**config.mk**
```make
export PLATFORM = sky130hd
export DESIGN_NAME = hazard_scoreboard_flat
export DESIGN_NICKNAME = d
export VERILOG_FILES = /design/src/rtl/hazard_scoreboard_pkg.sv /design/src/rtl/hazard_scoreboard_if.sv /design/src/rtl/hazard_scoreboard_stage_reg.sv /design/src/rtl/hazard_scoreboard.sv /design/src/flat_wrapper.sv
export SDC_FILE = /design/constraint.sdc
export NUM_CORES = 1
export LEC_CHECK = 0
export ABC_CLOCK_PERIOD_IN_PS = 6090
export CAP_MARGIN = 0
export CORE_AREA = 2 2 59 61
export DETAILED_ROUTE_END_ITERATION = 10
export DIE_AREA = 0 0 61 63
export PLACE_DENSITY = 0.83
export REMOVE_ABC_BUFFERS = 1
export SETUP_SLACK_MARGIN = 0.02
export SLEW_MARGIN = 20
export SYNTH_ARGS = -nofsm -noshare
export SYNTH_HDL_FRONTEND = slang
export SYNTH_SLANG_ARGS = --single-unit
```
**constraint.sdc**
```tcl
create_clock -name clock_in -period 6.09 [get_ports clock_in]
set_clock_uncertainty 0.2 [all_clocks]
set_input_delay 1.218 -clock clock_in [delete_from_list [all_inputs] [get_ports clock_in]]
set_output_delay 1.218 -clock clock_in [all_outputs]
set_load 0.02 [all_outputs]
```
**src/rtl/hazard_scoreboard_pkg.sv**
```systemverilog
`default_nettype none
// ============================================================================
// Module   : hazard_scoreboard_pkg
// Brief    : Shared stage-entry type and constants for the decode hazard logic
// Revision : 1.0 - initial release
// ============================================================================
package hazard_scoreboard_pkg;

    localparam int         REG_W    = 5;
    localparam logic [4:0] REG_ZERO = 5'd0;

    typedef struct packed {
        logic             valid;
        logic [REG_W-1:0] rd;
        logic             we;
        logic             load;
        logic             mc;
    } stage_entry_t;

    localparam int           ENTRY_W      = $bits(stage_entry_t);
    localparam stage_entry_t ENTRY_BUBBLE = '0;

    // Multicycle results are written by their own unit, never forwarded.
    function automatic logic [REG_W-1:0] fwd_rd(input stage_entry_t e);
        return (e.valid && e.we && !e.mc) ? e.rd : REG_ZERO;
    endfunction

endpackage
`default_nettype wire

```
**src/rtl/hazard_scoreboard_if.sv**
```systemverilog
`default_nettype none
// ============================================================================
// Module   : hazard_scoreboard_if
// Brief    : ID-stage instruction info in, per-stage RD / stall status out
// Revision : 1.0 - initial release
// ============================================================================
interface hazard_scoreboard_if;
    logic       id_valid_in;
    logic [4:0] id_rd_addr_in;
    logic       id_rd_we_in;
    logic       id_is_load_in;
    logic       id_is_mc_in;
    logic [4:0] id_rs1_addr_in;
    logic [4:0] id_rs2_addr_in;
    logic       id_rs1_used_in;
    logic       id_rs2_used_in;
    logic       flush_in;
    logic [4:0] is_rd_addr_out;
    logic [4:0] ex_rd_addr_out;
    logic [4:0] wb_rd_addr_out;
    logic       stall_out;
    logic       mc_busy_out;

    modport master (
        output id_valid_in, id_rd_addr_in, id_rd_we_in, id_is_load_in, id_is_mc_in,
               id_rs1_addr_in, id_rs2_addr_in, id_rs1_used_in, id_rs2_used_in, flush_in,
        input  is_rd_addr_out, ex_rd_addr_out, wb_rd_addr_out, stall_out, mc_busy_out
    );

    modport slave (
        input  id_valid_in, id_rd_addr_in, id_rd_we_in, id_is_load_in, id_is_mc_in,
               id_rs1_addr_in, id_rs2_addr_in, id_rs1_used_in, id_rs2_used_in, flush_in,
        output is_rd_addr_out, ex_rd_addr_out, wb_rd_addr_out, stall_out, mc_busy_out
    );
endinterface
`default_nettype wire

```
**src/rtl/hazard_scoreboard_stage_reg.sv**
```systemverilog
`default_nettype none
// ============================================================================
// Module   : hz_stage_reg
// Brief    : Single pipeline-stage entry with bubble-insert and clear
// Revision : 1.0 - initial release
// ============================================================================
module hz_stage_reg
    import hazard_scoreboard_pkg::*;
(
    input  wire          clock_in,
    input  wire          reset_n_in,
    input  stage_entry_t d,
    input  wire          bubble,
    input  wire          clear,
    output stage_entry_t q
);

    // bubble models a stall slot, clear models a squash; both leave an empty entry
    always_ff @(posedge clock_in or negedge reset_n_in) begin
        if (!reset_n_in) begin
            q <= ENTRY_BUBBLE;
        end else if (clear || bubble) begin
            q <= ENTRY_BUBBLE;
        end else begin
            q <= d;
        end
    end

endmodule
`default_nettype wire

```
**src/rtl/hazard_scoreboard.sv**
```systemverilog
`default_nettype none
// ============================================================================
// Module   : hazard_scoreboard
// Brief    : Tracks in-flight RDs through IS/EX/WB and raises decode stalls
// Revision : 1.0 - initial release
// ============================================================================
module hazard_scoreboard
    import hazard_scoreboard_pkg::*;
#(
    parameter int MC_LATENCY = 4    // legal range 1..15
) (
    input  wire                 clock_in,
    input  wire                 reset_n_in,
    hazard_scoreboard_if.slave  bus
);

    localparam logic [3:0] MC_LOAD = 4'(MC_LATENCY);

    stage_entry_t id_entry;
    stage_entry_t is_q;
    stage_entry_t ex_q;
    stage_entry_t wb_q;

    logic [3:0]       mc_cnt;
    logic [3:0]       mc_cnt_nxt;
    logic [REG_W-1:0] mc_rd;
    logic [REG_W-1:0] mc_rd_nxt;

    logic hit_rs1;
    logic hit_rs2;
    logic load_use;
    logic mc_active;
    logic mc_data;
    logic mc_struct;
    logic stall;
    logic advance;
    logic unused_load;

    function automatic logic src_hit(input logic used, input logic [REG_W-1:0] addr,
                                     input stage_entry_t e);
        return used && (addr != REG_ZERO) && e.valid && e.we && (addr == e.rd);
    endfunction

    always_comb begin
        id_entry       = ENTRY_BUBBLE;
        id_entry.valid = bus.id_valid_in;
        id_entry.rd    = bus.id_rd_addr_in;
        id_entry.we    = bus.id_rd_we_in && (bus.id_rd_addr_in != REG_ZERO);
        id_entry.load  = bus.id_is_load_in;
        id_entry.mc    = bus.id_is_mc_in;
    end

    assign hit_rs1   = src_hit(bus.id_rs1_used_in, bus.id_rs1_addr_in, is_q);
    assign hit_rs2   = src_hit(bus.id_rs2_used_in, bus.id_rs2_addr_in, is_q);
    assign load_use  = is_q.valid && is_q.load && (hit_rs1 || hit_rs2);
    assign mc_active = (mc_cnt != 4'd0);
    assign mc_data   = mc_active && (mc_rd != REG_ZERO) &&
                       ((bus.id_rs1_addr_in == mc_rd) || (bus.id_rs2_addr_in == mc_rd));
    assign mc_struct = mc_active && bus.id_is_mc_in;
    assign stall     = bus.id_valid_in && (load_use || mc_data || mc_struct) && !bus.flush_in;
    assign advance   = bus.id_valid_in && !stall && !bus.flush_in;

    always_comb begin
        mc_cnt_nxt = (mc_cnt != 4'd0) ? (mc_cnt - 4'd1) : 4'd0;
        mc_rd_nxt  = mc_rd;
        if (bus.flush_in && is_q.valid && is_q.mc) begin
            mc_cnt_nxt = 4'd0;
        end else if (advance && id_entry.mc && id_entry.we) begin
            mc_cnt_nxt = MC_LOAD;
            mc_rd_nxt  = id_entry.rd;
        end
    end

    always_ff @(posedge clock_in or negedge reset_n_in) begin
        if (!reset_n_in) begin
            mc_cnt <= 4'd0;
            mc_rd  <= REG_ZERO;
        end else begin
            mc_cnt <= mc_cnt_nxt;
            mc_rd  <= mc_rd_nxt;
        end
    end

    hz_stage_reg u_is (
        .clock_in   (clock_in),
        .reset_n_in (reset_n_in),
        .d          (id_entry),
        .bubble     (stall),
        .clear      (bus.flush_in),
        .q          (is_q)
    );

    hz_stage_reg u_ex (
        .clock_in   (clock_in),
        .reset_n_in (reset_n_in),
        .d          (is_q),
        .bubble     (1'b0),
        .clear      (bus.flush_in),
        .q          (ex_q)
    );

    hz_stage_reg u_wb (
        .clock_in   (clock_in),
        .reset_n_in (reset_n_in),
        .d          (ex_q),
        .bubble     (1'b0),
        .clear      (1'b0),
        .q          (wb_q)
    );

    // Load tag only matters in IS; downstream copies ride along unused.
    assign unused_load = ex_q.load ^ wb_q.load;

    assign bus.is_rd_addr_out = fwd_rd(is_q);
    assign bus.ex_rd_addr_out = fwd_rd(ex_q);
    assign bus.wb_rd_addr_out = fwd_rd(wb_q);
    assign bus.stall_out      = stall;
    assign bus.mc_busy_out    = mc_active;

endmodule
`default_nettype wire

```
**src/flat_wrapper.sv**
```systemverilog
// flat-port wrapper written by rule: the top's interface ports become plain ports
module hazard_scoreboard_flat import hazard_scoreboard_pkg::*;
#(
    parameter int MC_LATENCY = 4                        
)
  (clock_in, reset_n_in, bus_id_valid_in, bus_id_rd_addr_in, bus_id_rd_we_in, bus_id_is_load_in, bus_id_is_mc_in, bus_id_rs1_addr_in, bus_id_rs2_addr_in, bus_id_rs1_used_in, bus_id_rs2_used_in, bus_flush_in, bus_is_rd_addr_out, bus_ex_rd_addr_out, bus_wb_rd_addr_out, bus_stall_out, bus_mc_busy_out);
  hazard_scoreboard_if bus_i ();
  input  wire clock_in;
  input  wire reset_n_in;
  input wire logic [$bits(bus_i.id_valid_in)-1:0] bus_id_valid_in;
  input wire logic [$bits(bus_i.id_rd_addr_in)-1:0] bus_id_rd_addr_in;
  input wire logic [$bits(bus_i.id_rd_we_in)-1:0] bus_id_rd_we_in;
  input wire logic [$bits(bus_i.id_is_load_in)-1:0] bus_id_is_load_in;
  input wire logic [$bits(bus_i.id_is_mc_in)-1:0] bus_id_is_mc_in;
  input wire logic [$bits(bus_i.id_rs1_addr_in)-1:0] bus_id_rs1_addr_in;
  input wire logic [$bits(bus_i.id_rs2_addr_in)-1:0] bus_id_rs2_addr_in;
  input wire logic [$bits(bus_i.id_rs1_used_in)-1:0] bus_id_rs1_used_in;
  input wire logic [$bits(bus_i.id_rs2_used_in)-1:0] bus_id_rs2_used_in;
  input wire logic [$bits(bus_i.flush_in)-1:0] bus_flush_in;
  output wire logic [$bits(bus_i.is_rd_addr_out)-1:0] bus_is_rd_addr_out;
  output wire logic [$bits(bus_i.ex_rd_addr_out)-1:0] bus_ex_rd_addr_out;
  output wire logic [$bits(bus_i.wb_rd_addr_out)-1:0] bus_wb_rd_addr_out;
  output wire logic [$bits(bus_i.stall_out)-1:0] bus_stall_out;
  output wire logic [$bits(bus_i.mc_busy_out)-1:0] bus_mc_busy_out;
  assign bus_i.id_valid_in = bus_id_valid_in;
  assign bus_i.id_rd_addr_in = bus_id_rd_addr_in;
  assign bus_i.id_rd_we_in = bus_id_rd_we_in;
  assign bus_i.id_is_load_in = bus_id_is_load_in;
  assign bus_i.id_is_mc_in = bus_id_is_mc_in;
  assign bus_i.id_rs1_addr_in = bus_id_rs1_addr_in;
  assign bus_i.id_rs2_addr_in = bus_id_rs2_addr_in;
  assign bus_i.id_rs1_used_in = bus_id_rs1_used_in;
  assign bus_i.id_rs2_used_in = bus_id_rs2_used_in;
  assign bus_i.flush_in = bus_flush_in;
  assign bus_is_rd_addr_out = bus_i.is_rd_addr_out;
  assign bus_ex_rd_addr_out = bus_i.ex_rd_addr_out;
  assign bus_wb_rd_addr_out = bus_i.wb_rd_addr_out;
  assign bus_stall_out = bus_i.stall_out;
  assign bus_mc_busy_out = bus_i.mc_busy_out;
  hazard_scoreboard #(.MC_LATENCY(MC_LATENCY)) u_core (.clock_in(clock_in), .reset_n_in(reset_n_in), .bus(bus_i));
endmodule
```
Fig. 1: logic cells by family
Bar = 20 um.
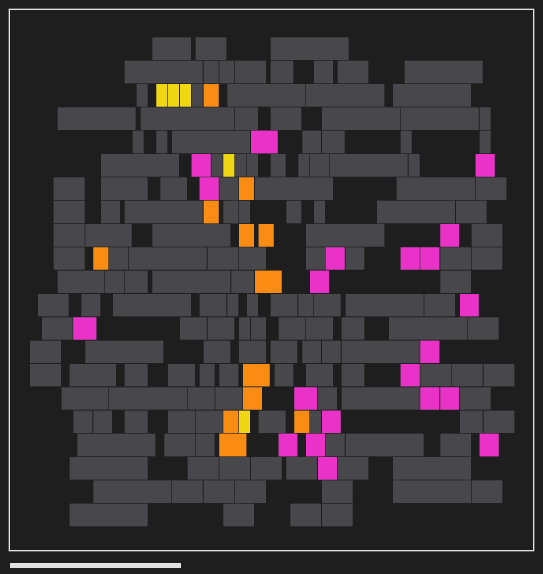
Key: magenta = AND and OR gates [cells 21]; orange = inverting AOI/OAI gates [cells 12, where middle]; yellow = inverters [cells 5]

Fig. 2: supply network
Pins as bars on the die edge. Tap cells in gray.
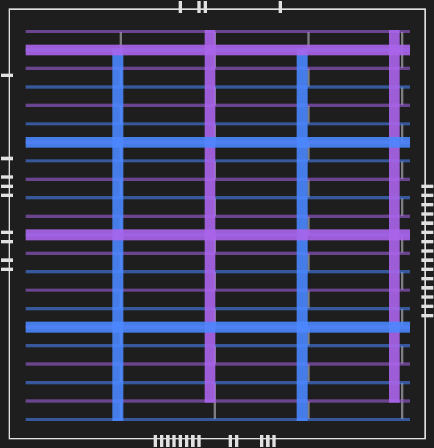
Key: purple = VDD; blue = VSS
4 straps on met5. The core has 21 rows.

Fig. 3: clock wires, drivers and flops
Bar = 20 um.
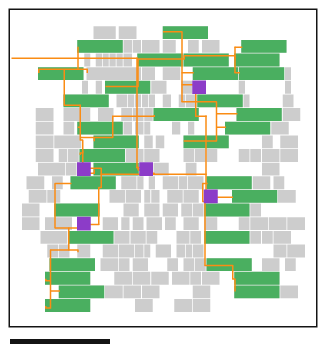
Key: purple = cells driving clock nets [count 5]; orange = clock wires [length 345 um]; green = flip-flops [count 34]
There are 6 routed clock nets.
Power Clock: 161 uW
clk latency late pin: 0.33 ns

==> flow_summary.ini <==
; implementation run metrics
[setup_path]
rr_worst_depth = 6
r2r_setup_slack_ns = 3.69
start_kind = primary input
critical_path_required_ns = 4.67
cp_common_cell = clkdlybuf4s50_1
crit_type = primary input to output port
arrival_ns = 3.52
worstPathCellList = clkdlybuf4s50_1 -> or4_1 -> a21oi_1 -> nor4_1 -> a21oi_2 -> o21ai_0 -> and3b_1 -> clkdlybuf4s50_1
crit_path_end = bus_stall_out
crit_buf_inv = 2
crit_fanout = 4
startpoint = bus_id_rs1_addr_in[3]
max_stage_delay_ns = 0.54
reg2reg_to = u_core.mc_rd[2]
end_kind = output port
crit_cells = 8

[routing]
drt-initial-drc-count = 32
num_vias = 1198
vias_per_cell = 4.99
dr.pass1.iters = 5
postRouteAntennaNets = 0
wl_met3_um = 156
wl_met2_um = 1710
drc = 0
routed_wl_um = 3110
top_layer = met4
wl_met1_um = 1160

[synthesis]
top_area_cell = dfrtp_1
synthCells = 147
area_leaders = dfrtp_1, xnor2_1, and2_1
avgSynthCellArea_sq_um = 10.9
syn_area_sq_um = 1600
ys_sh_simple = 0.238
synth_cell_type_count = 30
async_flop_share = 1.00
compound_area_frac = 0.0501
yosysSeqAreaShare = 0.532
top_cells_by_count = dfrtp_1, and2_1, nor2b_1, xnor2_1, nor2_1
muxShareOfSynthArea = 0.0469
xor_share = 0.104
top_logic_kind = simple AND/OR/NAND/NOR gates

[final_layout]
sh_comb_area = 0.335
layout-drive-gt1-share = 0.0773
nonClockBufferCount = 41
antennaDiodeCount = 0
logic_gates = 106
lay_top_count = clkdlybuf4s50_1
inverters_excl_clock = 5
fin_util = 0.660
buf_share = 0.191
regArea_sq_um = 851
seq_share = 0.399
lay_top_cells = clkdlybuf4s50_1, dfrtp_1, and2_1, xnor2_1, nor2b_1
fillers = 259
clk_share = 0.0387
post_layout_nonfiller_instances = 240
nNetsFinal = 218
logic_area_sq_um = 714
largest_class = sequential cells

[place]
routabilityCongestion = 0.835
dpl.cell_count = 232
io_buffers = 40
dpl.hpwl_um = 2500

[global_route]
track_usage = 0.187
grt-busiest-layer = met2
grt_pass1_vias = 1273
gr-usage-met3 = 0.0393
antenna_found_initial = 0
grt_pass1_wl_um = 5330
grt_max_degree = 35
met1_usage = 0.192
overflow = 0

[pwr]
clkPwrFrac = 0.240
comb_power_share = 0.289
powerDensity_nw_per_um2 = 316
p_int_uw = 464
p_leak_nw = 0.916
vdd_drop_max_mv = 0.217

[flow_run]
warnings = 25
maxCapViolCount = 0

[final_timing]
hold_slack_ns = 0.164
worst_pin_slew_ns = 0.665
clock.fmax_mhz = 202
finalClockPeriodUsage = 0.812
drv_slew = 0
slew_headroom = 0.555
fin_setup_tns_ns = 0
period_minus_slack_ns = 4.94
setup_viol = 0
finalHoldViolations = 0

[hold_path]
hold_class = register to register
worstHoldStart = u_core.u_ex.q[4]
hold-path-cell-count = 0
min_to = u_core.u_wb.q[4]

[die]
tap_cells = 46
rows = 21
initCoreUtil = 0.495
io-pin-count = 41
die_w_um = 61
chip_area_sq_um = 3840

[clock_network]
cts_setup_buffers = 0
root_buffer = clkbuf_4
holdBufCountCts = 0
clk_pin_slew_ns = 0.12
clockBufferDepth = 2
cts-resized-gates = 0

[status]
status = complete, no violations
Fig. 4: clock nets
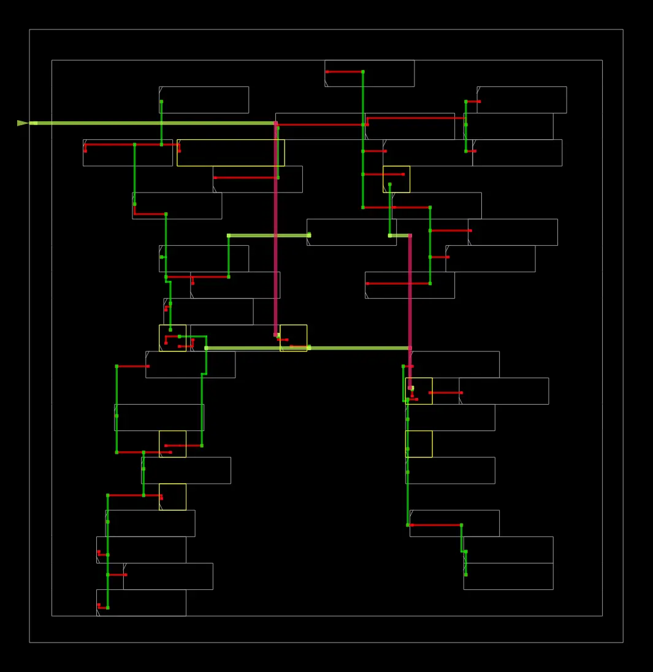
Clock Buffer Count: 5
CTS Buf Count: 5
CTS sink count: 34
Seq cells: 34

Fig. 5: placement by cell class
Bar = 20 um.
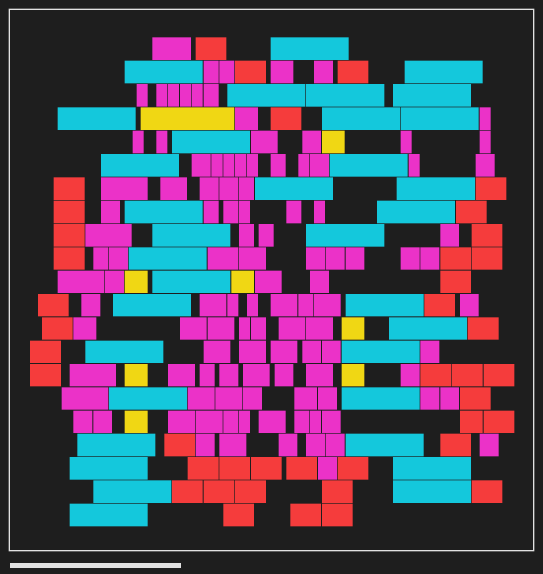
Key: magenta = all other logic [cells 111, share of their area 35%]; cyan = flip-flops [cells 34, share of their area 41%]; yellow = clock drivers and dummy loads [cells 8, share of their area 4.0%]; red = other buffers and delay cells [cells 41, share of their area 20%]
Core ar.: 3230 sq um
Finished Cell Area: 2130 sq um

[kinds of logic after synthesis]
kind of cell               Yosys count
and+or+nand+nor                     68
DFF                                 34
xor gates and xnor gates            19
AOI/OAI and AO/OA                   13
buffers and inverters                7
muxes                                5
adders and majority gates            1
[sequential cells by signal, summed over array words and instances, names as in the netlist]
| signal | flops |
|---|---|
| u_core.mc_cnt | 4 |
| u_core.u_is.q | 9 |
| u_core.u_wb.q | 8 |
| u_core.mc_rd | 5 |
| u_core.u_ex.q | 8 |
[stage by stage]
stage	area, sq um	setup slack [ns]
6_report	2130	1.15
5_1_grt	2130	0.995
3_5_place_dp	2050	1.13
4_1_cts	2130	1.13
2_1_floorplan	1580	2.27
3_3_place_gp	2050	1.20
Power is estimated from default activity; no workload was simulated.
